==> config.mk <==
export PLATFORM = sky130hd
export DESIGN_NAME = ceespu_mem_arbiter
export DESIGN_NICKNAME = d
export VERILOG_FILES = /design/src/rtl/ceespu_pkg.sv /design/src/rtl/ceespu_arb_wait_counter.sv /design/src/rtl/ceespu_mem_arbiter.sv
export SDC_FILE = /design/constraint.sdc
export NUM_CORES = 1
export LEC_CHECK = 0
export CORE_AREA = 2 2 120 122
export CTS_BUF_LIST = sky130_fd_sc_hd__clkbuf_4 sky130_fd_sc_hd__clkbuf_8
export CTS_CLUSTER_DIAMETER = 60
export DETAILED_ROUTE_END_ITERATION = 10
export DIE_AREA = 0 0 122 124
export GPL_ROUTABILITY_DRIVEN = 0
export GPL_TIMING_DRIVEN = 0
export PLACE_DENSITY = 0.75
export SLEW_MARGIN = 5
export SYNTH_ARGS = -nofsm -noshare
export SYNTH_HDL_FRONTEND = slang
export SYNTH_HIERARCHICAL = 1
export SYNTH_SLANG_ARGS = --single-unit
==> constraint.sdc <==
create_clock -name I_clk -period 2.1 [get_ports I_clk]
set_input_delay 0.42 -clock I_clk [delete_from_list [all_inputs] [get_ports I_clk]]
set_output_delay 0.42 -clock I_clk [all_outputs]
set_load 0.01 [all_outputs]
==> src/rtl/ceespu_pkg.sv <==
// rtl/ceespu_pkg.sv - shared encodings for the ceespu memory arbiter
package ceespu_pkg;

  typedef enum logic [1:0] {
    ST_CPU   = 2'd0,
    ST_DRAIN = 2'd1,
    ST_XOWN  = 2'd2
  } arb_state_t;

  typedef enum logic [1:0] {
    TAG_NONE = 2'd0,
    TAG_I    = 2'd1,
    TAG_D    = 2'd2
  } ret_tag_t;

endpackage

==> src/rtl/ceespu_arb_wait_counter.sv <==
// rtl/ceespu_arb_wait_counter.sv - saturating wait counter with clear and terminal-count flag
module ceespu_arb_wait_counter #(
  parameter int MAX = 15,
  parameter int W   = $clog2(MAX + 1)
) (
  input  logic clk,
  input  logic rst,
  input  logic inc,
  input  logic clr,
  output logic tc
);

  logic [W-1:0] count;

  assign tc = (count == W'(MAX));

  always_ff @(posedge clk) begin
    if (rst || clr) begin
      count <= '0;
    end else if (inc && !tc) begin
      count <= count + 1'b1;
    end
  end

endmodule

==> src/rtl/ceespu_mem_arbiter.sv <==
// rtl/ceespu_mem_arbiter.sv - shares one single-port RAM between ceespu fetch, data and external ports
module ceespu_mem_arbiter
  import ceespu_pkg::*;
#(
  parameter int ADDR_W   = 16,
  parameter int MAX_WAIT = 15
) (
  input  logic              I_clk,
  input  logic              I_rst,
  input  logic              I_iReq,
  input  logic [ADDR_W-1:0] I_iAddr,
  output logic [31:0]       O_iData,
  output logic              O_iBusy,
  input  logic              I_dE,
  input  logic [3:0]        I_dWe,
  input  logic [ADDR_W-1:0] I_dAddr,
  input  logic [31:0]       I_dWData,
  output logic [31:0]       O_dData,
  output logic              O_dBusy,
  input  logic              I_xReq,
  input  logic [3:0]        I_xWe,
  input  logic [ADDR_W-1:0] I_xAddr,
  input  logic [31:0]       I_xWData,
  output logic              O_xGnt,
  output logic [31:0]       O_xData,
  output logic              O_xValid,
  output logic              O_memE,
  output logic [3:0]        O_memWe,
  output logic [ADDR_W-3:0] O_memAddr,
  output logic [31:0]       O_memWData,
  input  logic [31:0]       I_memData
);

  arb_state_t state;
  ret_tag_t   tag;
  ret_tag_t   tag_nxt;
  logic       x_pend;
  logic       x_rd;
  logic       in_cpu;
  logic       cpu_req;
  logic       tc;
  logic       leave;
  logic       unused_addr_lsbs;

  assign unused_addr_lsbs = ^{I_iAddr[1:0], I_dAddr[1:0], I_xAddr[1:0]};

  assign in_cpu  = (state == ST_CPU);
  assign cpu_req = I_dE | I_iReq;
  // Hand over when the CPU is idle, or when the external port has starved long enough.
  assign leave   = in_cpu & I_xReq & (~cpu_req | tc);

  ceespu_arb_wait_counter #(
    .MAX(MAX_WAIT)
  ) u_wait (
    .clk(I_clk),
    .rst(I_rst),
    .inc(in_cpu & I_xReq),
    .clr(~I_xReq | ~in_cpu | leave),
    .tc (tc)
  );

  always_comb begin
    O_memE     = 1'b0;
    O_memWe    = 4'h0;
    O_memAddr  = '0;
    O_memWData = 32'h0;
    O_iBusy    = 1'b0;
    O_dBusy    = 1'b0;
    O_xGnt     = 1'b0;
    tag_nxt    = TAG_NONE;
    x_rd       = 1'b0;
    if (!I_rst) begin
      case (state)
        ST_CPU: begin
          if (leave) begin
            O_iBusy = I_iReq;
            O_dBusy = I_dE;
          end else if (I_dE) begin
            O_memE     = 1'b1;
            O_memWe    = I_dWe;
            O_memAddr  = I_dAddr[ADDR_W-1:2];
            O_memWData = I_dWData;
            O_iBusy    = I_iReq;
            tag_nxt    = (I_dWe == 4'h0) ? TAG_D : TAG_NONE;
          end else if (I_iReq) begin
            O_memE    = 1'b1;
            O_memAddr = I_iAddr[ADDR_W-1:2];
            tag_nxt   = TAG_I;
          end
        end
        ST_DRAIN: begin
          O_iBusy = 1'b1;
          O_dBusy = 1'b1;
        end
        ST_XOWN: begin
          O_iBusy = I_iReq;
          O_dBusy = I_dE;
          if (I_xReq) begin
            O_xGnt     = 1'b1;
            O_memE     = 1'b1;
            O_memWe    = I_xWe;
            O_memAddr  = I_xAddr[ADDR_W-1:2];
            O_memWData = I_xWData;
            x_rd       = (I_xWe == 4'h0);
          end
        end
        default: begin
          O_iBusy = 1'b0;
        end
      endcase
    end
  end

  always_ff @(posedge I_clk) begin
    if (I_rst) begin
      state    <= ST_CPU;
      tag      <= TAG_NONE;
      x_pend   <= 1'b0;
      O_iData  <= 32'h0;
      O_dData  <= 32'h0;
      O_xData  <= 32'h0;
      O_xValid <= 1'b0;
    end else begin
      case (state)
        ST_CPU:   if (leave) state <= ST_DRAIN;
        ST_DRAIN: state <= I_xReq ? ST_XOWN : ST_CPU;
        ST_XOWN:  if (!I_xReq) state <= ST_CPU;
        default:  state <= ST_CPU;
      endcase
      tag    <= tag_nxt;
      x_pend <= x_rd;
      // RAM data arrives one cycle after issue; route it by the tag captured at issue.
      if (tag == TAG_D) O_dData <= I_memData;
      if (tag == TAG_I) O_iData <= I_memData;
      O_xValid <= x_pend;
      if (x_pend) O_xData <= I_memData;
    end
  end

endmodule

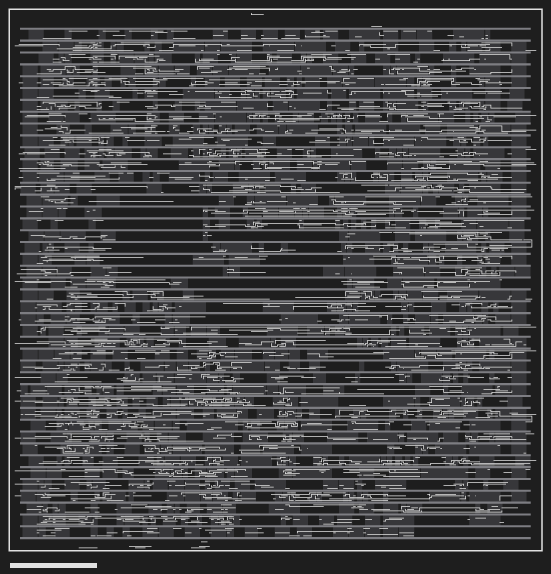
run_1/layer_met1.png
Scale bar: 20 µm. Supply wires on this layer in grey. Cells faint in the background.
- wire length on this layer: 7670 µm
- nets with wire on the layer: 985
- longest straight run: 79.1 µm
- main direction: horizontal

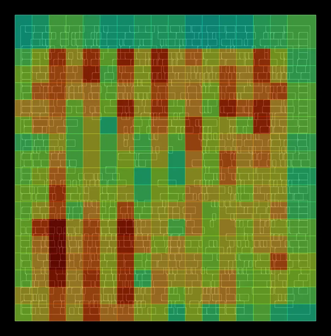
run_1/congestion.png
M2 GR Usage: 48.95%
GRT Util Overall: 26.19%
met1 Usage GRT: 29.14%
post-layout util: 62.98%

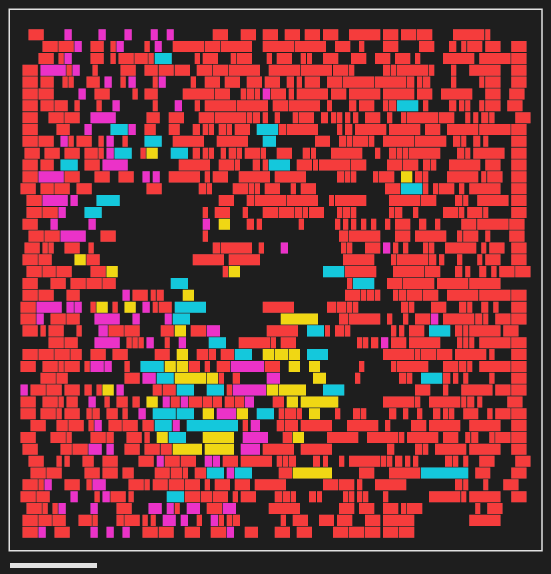
run_1/sizes.png
Scale bar: 20 µm.
- magenta: _2 cells (cells 96)
- yellow: _3 and _4 cells (cells 37)
- cyan: _6 and larger (cells 39)
- red: _0 and _1 cells (cells 792)

==> impl_metrics.toml, run 1 <==
# yosys + openroad results
[layout]
n_fill_cell = 1247
flop_area_um2 = 2132
comb_area_um2 = 2633
area_growth_pct = 77.44
drive_gt1_share_pct = 17.84

[synth]
numSynthFlops = 106
ys_cells = 618
synth_area_um2 = 4870
mux_share_pct = 6.578
aoi_share_pct = 19.84
yosysWarningCount = 6

[sta]
rsz0062_at_grt = "true"
fin_skew_ns = 0.01297
final.min_clock_period_ns = 2.528
fmax_mhz = 395.5
period_used_pct = 120.4
max-slew-margin-rel_pct = 59.30
setup-violations-final = 53
worst_slack_ns = -0.4282
worstMarginPinSlew_ns = 0.6105
slew_violations = 0

[clock_network]
clk_latency_ns = 0.37
cts.clk_slew.worst_paths_ns = 0.10
cts_tree = "yes"
cts_sinks = 106
cts_root_buf = "clkbuf_8"

[critical_path]
cp_max_fo = 5
r2r-end = "u_wait/count[1]"
path_class = "reg -> out"
critPathRequiredTime_ns = 1.68
regToRegSetupSlack_ns = 0.13
critPathArrivalTime_ns = 2.11
rr_worst_depth = 11

[drt]
wl_mm = 20.56
vias_per_cell = 5.019
route.vias.total = 5747
drcViolationCount = 0

[worst_hold_path]
hold_class = "reg -> reg"
min_path_cells = 2
hp-start = "O_iData[22]"

[floorplanning]
core_um2 = 13720
die_area_um2 = 15130
io_pins = 308
rows = 43

[grt]
grt_pass1_wl_mm = 30.53
grt_max_degree = 19

[status]
violations = "setup timing"
status = "complete, but fails checks"

[job]
warning_count = 34

[place]
io_buffers = 300
==> run 1: area by class of cell <==
type / count / area share, %
Timing Repair Buffer: 333 / 35.65
Multi-Input combinational cell: 448 / 30.47
Tap cell: 180 / 2.606
Clock inverter: 7 / 0.8833
Buffer: 57 / 4.025
Inverter: 4 / 0.2317
Sequential cell: 106 / 24.67
Clock buffer: 9 / 1.434
Antenna cell: 1 / 0.02896
==> run 1: routing by layer <==
layer  share of wire (%)  up-vias  global-route usage, %
li1                    -     2810                      -
met1                  37     2647                  29.14
met2                  53      256                  48.95
met3                 7.4       34                  5.907
met4                 2.3        0                  9.052
met5                   0        -                      0
==> run 1: worst max path at each step <==
stage                               start        endpoint  slack, ns  depth (start not counted)
after global routing      u_wait/count[0]   O_memWData[8]      -0.50                          9
after detailed placement            I_rst   O_memWData[8]      -1.16                          7
after floorplan           u_wait/count[0]   O_memAddr[10]       0.03                          7
after global placement              I_rst   O_memWData[8]      -1.18                          7
final                     u_wait/count[0]   O_memWData[8]      -0.43                          9
after CTS                 u_wait/count[0]  O_memWData[28]      -0.43                         11
==> run 1: where the power goes <==
| part | switching [mW] | internal [mW] |
|---|---|---|
| clock | 0.726 | 0.563 |
| combinational | 0.390 | 0.499 |
| sequential | 0.0160 | 2.03 |
==> run 1: synthesized netlist by cell type (all sizes together) <==
cell      n  area, µm²
xnor2     1      8.760
nor3      3      15.01
buf      25      145.1
or4       2      15.01
o21bai    1      11.26
mux2i    32      320.3
nand4     1      6.260
or3b      1      8.760
a221o    14      140.1
inv       4      15.01
o211ai    3      27.52
nand2   160      600.6
a211oi    3      27.52
nand3b   15      112.6
nor2b     3      18.77
a32oi    36      315.3
nor2     73      274.0
ha        1      12.51
o22ai     1      6.260
and3b     2      17.52
o21ai     2      13.76
dfxtp   106       2122
nand4b    2      17.52
nor4      1      6.260
clkbuf   36      135.1
nand2b    4      25.02
a21boi    1      7.510
or2       2      12.51
nand3     2      15.01
a21oi    80      400.4
o41ai     1      16.27
==> run 1: registers in the layout (all words and copies together) (netlist names) <==
| register | count |
|---|---|
| O_dData | 32 |
| O_iData | 32 |
| O_xData | 32 |
| O_xValid | 1 |
| state | 2 |
| tag | 2 |
| u_wait/count | 4 |
| x_pend | 1 |
==> run 1: timing repair <==
action                                  in CTS  in global routing
endpoints found under the setup margin      58                 57
cloned                                       7                  0
gates resized                              302                 23
buffers inserted                            21                  9
pin swaps                                   37                 34
==> run 1: per-stage QoR <==
step | std cells | instance area (µm²) | power [mW] | worst slack [ns]
after floorplan | 618 | 4870 | 2.379 | 0.03071
after global placement | 1098 | 8098 | 2.921 | -1.183
after detailed placement | 1098 | 8098 | 2.926 | -1.165
after CTS | 1138 | 8524 | 4.215 | -0.4293
after global routing | 1145 | 8641 | 4.376 | -0.4972
final | 1145 | 8641 | 4.229 | -0.4282
==> run 1: critical path, cell delays in order, from the launching register on <==
cell and delay (ns):
dfxtp_4 0.37, ha_4 0.17, nand3_4 0.09, clkinv_4 0.08
a211oi_4 0.29, buf_6 0.18, buf_8 0.14, a32oi_2 0.11
nor2_2 0.17, buf_6 0.14
==> run 2: changes to the inputs <==
Settings changed: CORE_AREA 2 2 120 122 to default, CORE_MARGIN from default to 3, CORE_UTILIZATION from default to 38, DIE_AREA 0 0 122 124 to default, PLACE_DENSITY 0.75 to 0.8, SLEW_MARGIN 5 to default.
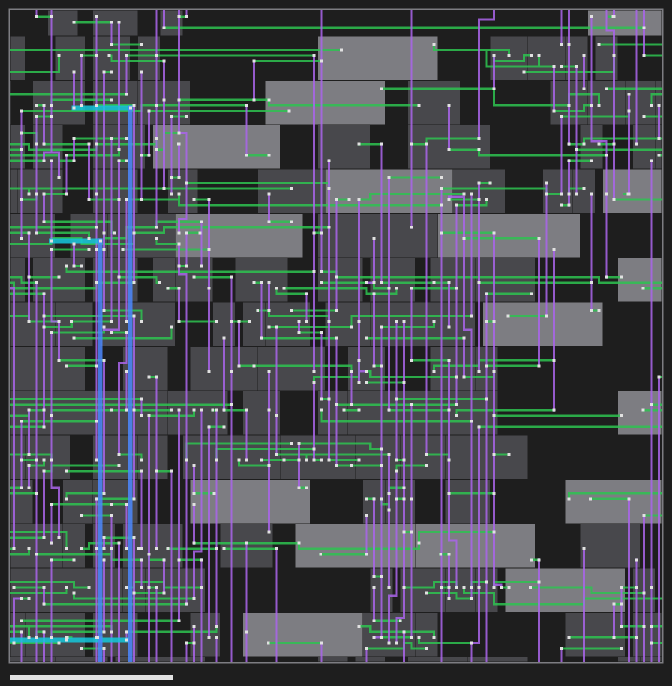
run_2/detail.png
Scale bar: 10 µm. Window x 40 to 80, y 16 to 56 µm. Cells in grey, sequential cells in the stronger grey; small squares are vias.
- cyan: metal 3
- blue: metal 4
- green: metal 1
- purple: metal 2
- cells with their middle in the window: 111
- sequential cells in the window: 14
- netlist names of flops here include: `u_wait/count` (4), `O_dData` (3), `O_xData` (3)
- most frequent: buf_4 (16), dfxtp_1 (10), nand2_1 (10)

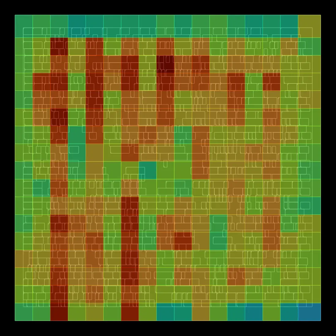
run_2/congestion.png
M2 GR Usage: 48.78%
Routed WL per cell: 17.68 µm

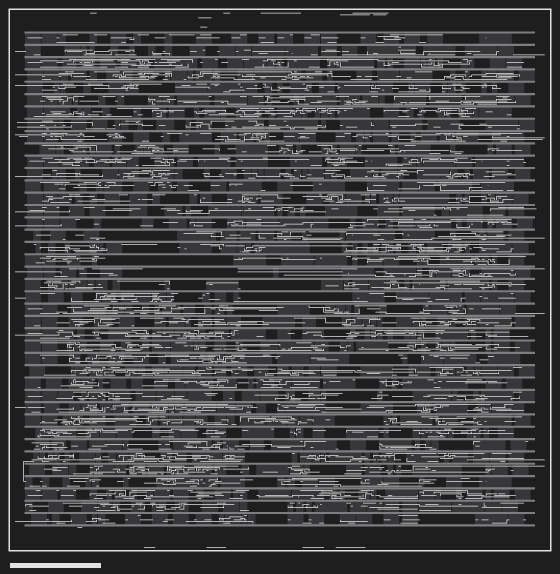
run_2/layer_met1.png
Scale bar: 20 µm. Supply wires on this layer in grey. Cells faint in the background.
- nets with wire on the layer: 989
- longest straight run: 30.8 µm
- main direction: horizontal
- share of all routed wire: 37%
- wire length on this layer: 7430 µm

==> impl_metrics.toml, run 2 <==
# yosys + openroad results
[status]
status = "complete, but fails checks"
violations = "setup timing"

[sta]
worstMarginPinSlew_ns = 0.5272
fin_skew_ns = 0.006632
final.min_clock_period_ns = 2.489
setup-violations-final = 53
worst_slack_ns = -0.3890
rsz0062_at_grt = "true"
tns_ns = -15.86
max-slew-margin-rel_pct = 64.85
fmax_mhz = 401.8
period_used_pct = 118.5
slew_violations = 0
hold_violations = 0

[job]
warning_count = 34

[layout]
comb_area_um2 = 2586
area_growth_pct = 76.98
drive_gt1_share_pct = 17.42
final_util_pct = 70.29
lay_top_cells = "clkdlybuf4s50_1, nand2_1, dfxtp_1"
flop_area_um2 = 2130
n_fill_cell = 1030
diodes = 0
largestRegisters = "O_dData: 32 flops, O_iData: 32 flops, O_xData: 32 flops"

[synth]
ys.flop_type = "dfxtp_1"
async_flop_share_pct = 0
avgSynthCellArea_um2 = 7.880
top_cells_by_area = "dfxtp_1, nand2_1, a21oi_1, mux2i_1, a32oi_1"
ys_types = 39
numSynthFlops = 106
synth-edff-count = 0
ys_cells = 618
yosys.area.top_type = "dfxtp_1"
yosysWarningCount = 6
netlist.area_leader.share_pct = 43.58
synth_area_um2 = 4870
top_cell = "nand2_1"
yosys-top-cells-count = "nand2_1, dfxtp_1, a21oi_1, nor2_1"

[critical_path]
endpoint_kind = "output port"
max_stage_delay_ns = 0.36
cp_slowest_cell = "dfxtp_4"
r2r-end = "u_wait/count[0]"
regToRegSetupSlack_ns = 0.28
critPathArrivalTime_ns = 2.07
cpMostUsedCell = "buf_6"
path_class = "reg -> out"
critPathCapture = "O_memWData[26]"
critPathRequiredTime_ns = 1.68
rr_worst_depth = 11
cp_max_fo = 4
start_kind = "flip-flop"
crit_start = "u_wait/count[0]"
path_cells = "ha_4 -> nand3_4 -> inv_6 -> a211oi_4 -> clkbuf_8 -> buf_6 -> buf_6 -> a32oi_2 -> nor2_1 -> buf_2"

[grt]
grt_max_degree = 17
grt_usage_pct = 26.89
grt_pass1_wl_mm = 30.39
first_global_vias = 5612

[drt]
ant_nets = 0
drcViolationCount = 0
vias_per_cell = 5.076
wl_mm = 20.12
route.vias.total = 5777
dr.first_iter.drc_count = 349

[power]
p_int_mw = 3.244
netSwitchingFraction_pct = 24.70
power_mw = 4.308
pwr-share-seq_pct = 47.6
combinationalPowerShare_pct = 20.3
power.switching_mw = 1.064
power_frac_clock_pct = 32.1
ir_drop_uv = 250.6
p_leak_nw = 3.200

[place]
io_buffers = 300
pre_cts_slack_ns = -1.003

[clock_network]
cts_root_buf = "clkbuf_8"
cts.clk_slew.worst_paths_ns = 0.09
clockBufferDepth = 2
cts_tree = "yes"
clk_latency_ns = 0.36
cts_sinks = 106

[floorplanning]
die_area_um2 = 14210
die_y_um = 119.2
rows = 40
io_pins = 308
core_um2 = 12260

[worst_hold_path]
hp-start = "O_dData[30]"
hold_class = "reg -> reg"
-- run 2: cell counts after synthesis --
Identical to the previous run, type by type.
-- run 2: worst min path at each step --
stage,endpoint,cells after the start
detailed placement,O_iData[22],2
global placement,O_iData[16],2
CTS,u_wait/count[3],2
floorplan,u_wait/count[1],2
global route,u_wait/count[3],2
finish,O_dData[30],2
-- run 2: metal layers --
metal	global-route usage (%)	part of all wire, %	vias up	routed length [µm]
met2	48.78	52	261	10400
met3	6.410	7.2	43	1449
met4	11.66	4.2	0	843
li1	-	-	2822	-
met5	0	0	-	0
met1	29.71	37	2651	7432
-- run 2: area by class of cell --
class | instances | area share (%)
plain buffers | 59 | 4.530
clock buffers | 12 | 1.699
clock inverters | 4 | 0.8856
inverters | 4 | 0.2323
multi-input cells | 448 | 30.01
flip-flops and latches | 106 | 24.71
well taps | 168 | 2.439
repair buffers | 337 | 35.50
-- run 2: repair_timing --
action	in CTS	in global routing
buffers inserted	19	14
resized	288	23
pin swaps	42	22
endpoints found under the setup margin	58	58
gates cloned	4	2
-- run 2: power by group through the flow --
stage	clock, mW	combinational (mW)	sequential, mW
6_report	1.38	0.876	2.05
5_1_grt	1.49	0.931	2.05
4_1_cts	1.40	0.833	2.05
3_5_place_dp	0	0.821	2.10
3_3_place_gp	0	0.818	2.10
2_1_floorplan	0	0.271	2.11
-- run 2: cells by family after synthesis --
kind of cell	after synthesis	share of synthesized area, %
AOI/OAI and AO/OA	142	19.84
xor gates and xnor gates	1	0.1799
adders and majority gates	1	0.2569
buffers and inverters	65	6.064
DFF	106	43.58
muxes	32	6.578
and+or+nand+nor	271	23.51
-- run 2: worst max-delay path: cells and delay by family, from the launching register on --
kind / cells / cell delay (ns)
AND-OR/OR-AND: 2 / 0.40
adder cells (fa/ha/maj): 1 / 0.17
buffers and inverters: 5 / 0.58
flip-flops: 1 / 0.36
AND/OR/NAND/NOR: 2 / 0.21
-- run 2: metrics by stage --
step	instances	hold WS, ns	area, µm²
2_1_floorplan	618	0.4593	4870
4_1_cts	1123	0.4347	8422
6_report	1138	0.4567	8618
3_5_place_dp	1086	0.4455	8083
3_3_place_gp	1086	0.4409	8083
5_1_grt	1138	0.4748	8618
==> run 3: changes to the inputs <==
Settings changed: CORE_AREA from default to 3 3 118 120, CORE_MARGIN 3 to default, CORE_UTILIZATION 38 to default, DIE_AREA from default to 0 0 121 123, DONT_BUFFER_PORTS from default to 1, PLACE_DENSITY 0.8 to 0.48, SLEW_MARGIN from default to 20.
Clock period 2.1 ns to 2.9 ns, I/O delays scaled along.
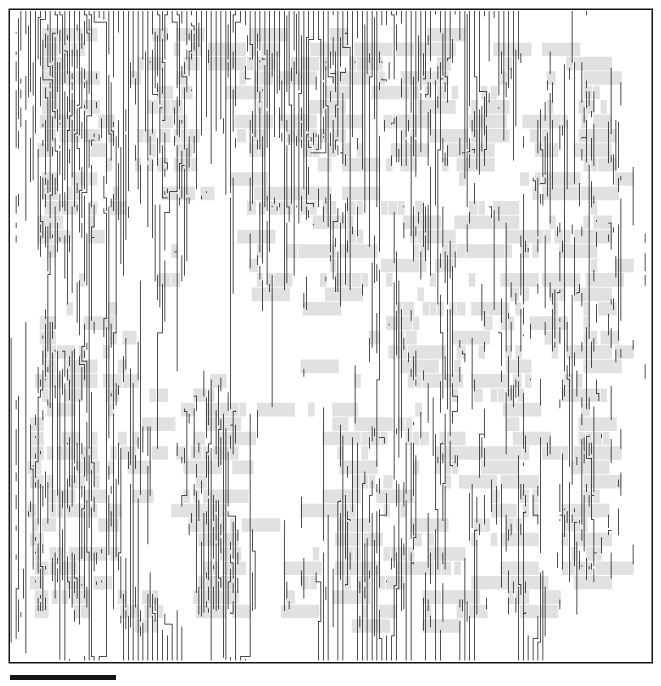
run_3/layer_met2.png
Scale bar: 20 µm. Cells faint in the background.
- wire length on this layer: 9120 µm
- longest straight run: 62.4 µm
- main direction: vertical

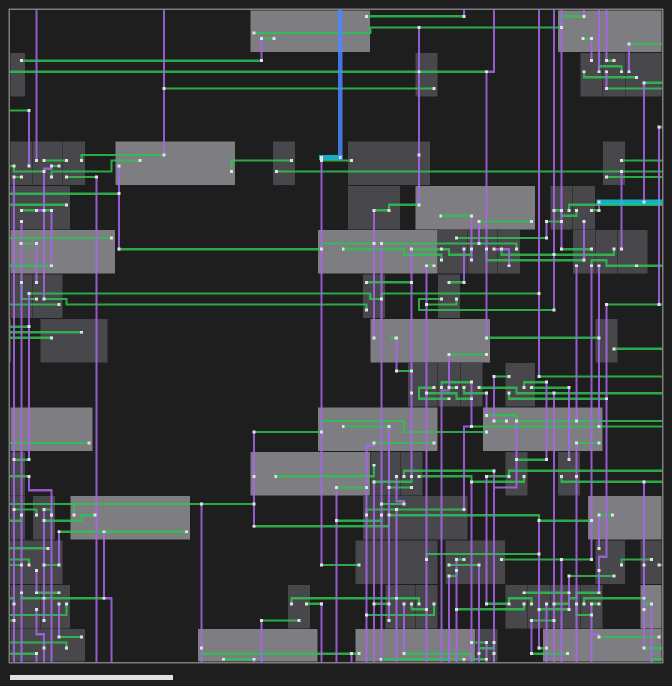
run_3/detail.png
Scale bar: 10 µm. Window x 40 to 80, y 17 to 57 µm. Cells in grey, sequential cells in the stronger grey; small squares are vias.
- cyan: metal 3
- purple: metal 2
- green: metal 1
- blue: metal 4
- sequential cells in the window: 16
- most frequent: nand2_1 (18), dfxtp_1 (16), a21oi_1 (9)
- cells with their middle in the window: 70
- netlist names of flops here include: `O_dData` (6), `O_iData` (3), `O_xData` (2)

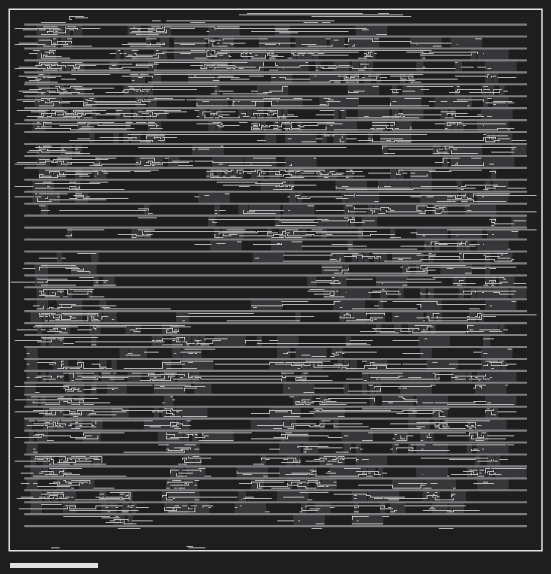
run_3/layer_met1.png
Scale bar: 20 µm. Supply wires on this layer in grey. Cells faint in the background.
- share of all routed wire: 38%
- longest straight run: 68.1 µm
- main direction: horizontal
- nets with wire on the layer: 727
- wire length on this layer: 6850 µm

==> impl_metrics.toml, run 3 <==
# yosys + openroad results
[clock_network]
cts_sinks = 106
cts_tree = "yes"
clockBufferDepth = 2
clk_latency_ns = 0.37
post_cts_buffers = 0
cts_root_buf = "clkbuf_8"
cts.clk_slew.worst_paths_ns = 0.10

[drt]
dr.first_iter.drc_count = 285
ant_nets = 0
wl_met2_mm = 9.120
drcViolationCount = 0
met1Wirelength_mm = 6.850
topRoutingLayerUsed = "met4"
route.vias.total = 4563
avgRoutedWirePerCell_um = 22.29

[job]
warning_count = 33

[place]
dpl-instance-area_um2 = 5090
io_buffers = 0

[layout]
final_area_um2 = 5381
final_util_pct = 41.13
lay_top_cells = "nand2_1, dfxtp_1, a21oi_1"
largestRegisters = "O_dData: 32 flops, O_iData: 32 flops, O_xData: 32 flops"
drive_gt1_share_pct = 10.73
area_growth_pct = 10.51

[synth]
ys.flop_type = "dfxtp_1"
netlist.area_leader.share_pct = 43.58
synth_area_um2 = 4870
synth-edff-count = 0
ys_cells = 618
yosys.area.top_type = "dfxtp_1"
top_cell = "nand2_1"
async_flop_share_pct = 0
yosysWarningCount = 6
yosys-top-cells-count = "nand2_1, dfxtp_1, a21oi_1, nor2_1"

[critical_path]
cp_slowest_cell = "dfxtp_1"
regToRegSetupSlack_ns = 0.86
cp_num_buf_inv = 3
critPathTopFamily = "buffers and inverters"
endpoint_kind = "output port"
path_cells = "ha_1 -> nand3_2 -> inv_2 -> a211oi_2 -> buf_4 -> buf_4 -> a32oi_1 -> nor2_2"
path_class = "reg -> out"
critPathArrivalTime_ns = 2.25
max_stage_delay_ns = 0.36
start_kind = "flip-flop"
cpMostUsedCell = "buf_4"
critPathRequiredTime_ns = 2.32
cp_max_fo = 10

[sta]
fmax_mhz = 353.6
worstMarginPinSlew_ns = 0.6818
tns_ns = 0
rsz0062_at_grt = "true"
holdWs_ns = 0.2875
setup-violations-final = 0
final.min_clock_period_ns = 2.828
hold_violations = 0
slew_violations = 0
period_used_pct = 97.53
max-slew-margin-rel_pct = 54.55

[grt]
grt_pass1_wl_mm = 25.52
grt_max_degree = 17

[floorplanning]
die_area_um2 = 14880
core_um2 = 13090
die_y_um = 123

[power]
p_leak_nw = 1.703
power_mw = 2.664

[status]
status = "complete, no violations"
-- run 3: worst register-to-register path, cell delays in order, from the launching register on --
cell	delay [ns]
dfxtp_1	0.36
ha_1	0.25
nand3_2	0.11
inv_2	0.08
o21bai_2	0.26
buf_4	0.21
inv_1	0.07
nand2_1	0.08
nor2_1	0.32
nand4b_1	0.15
nand2_1	0.11
-- run 3: layout make-up --
class / instances / area, µm²
multi-input combinational: 447 / 2546
clock inverter: 3 / 21.27
buffer: 61 / 284.0
fill: 1392 / 7704
sequential: 106 / 2122
tap: 176 / 220.2
inverter: 4 / 15.01
clock buffer: 13 / 172.7
-- run 3: where the power goes --
group          switching, mW  internal [mW]
clock network          0.493          0.395
registers             0.0237           1.47
logic                  0.189         0.0884
total                  0.706           1.96
-- run 3: worst paths after layout --
kind / endpoint / cells past startpoint
max: O_memWData[20] / 8
min: u_wait/count[3] / 1
max reg2reg: u_wait/count[0] / 10
min reg2reg: u_wait/count[1] / 2
-- run 3: what timing repair did --
action	4_1_cts	5_1_grt
gates resized	14	16
endpoints found under the setup margin	17	29
pin swaps	0	2
-- run 3: stage by stage --
step           cells  setup WS [ns]
6_report         810        0.07156
5_1_grt          810       -0.01650
4_1_cts          810       0.006513
3_5_place_dp     794         0.2326
3_3_place_gp     794         0.2731
2_1_floorplan    618         0.6707
-- run 3: kinds of logic (layout without fill, tap and decap cells) --
| family | count (synthesis) | after routing | share of synthesized area [%] |
|---|---|---|---|
| mux | 32 | 32 | 6.578 |
| xor+xnor | 1 | 1 | 0.1799 |
| buf+inv | 65 | 81 | 6.064 |
| fa+ha+maj | 1 | 1 | 0.2569 |
| flops | 106 | 106 | 43.58 |
| compound gates | 142 | 142 | 19.84 |
| simple gates | 271 | 271 | 23.51 |
-- run 3: per-layer routing --
| metal | GRT usage [%] | up-vias |
|---|---|---|
| met1 | 25.87 | 2163 |
| met5 | 0 | - |
| met3 | 7.274 | 19 |
| met4 | 6.728 | 0 |
| li1 | - | 2148 |
| met2 | 39.35 | 233 |
Power and IR drop assume default switching activity.
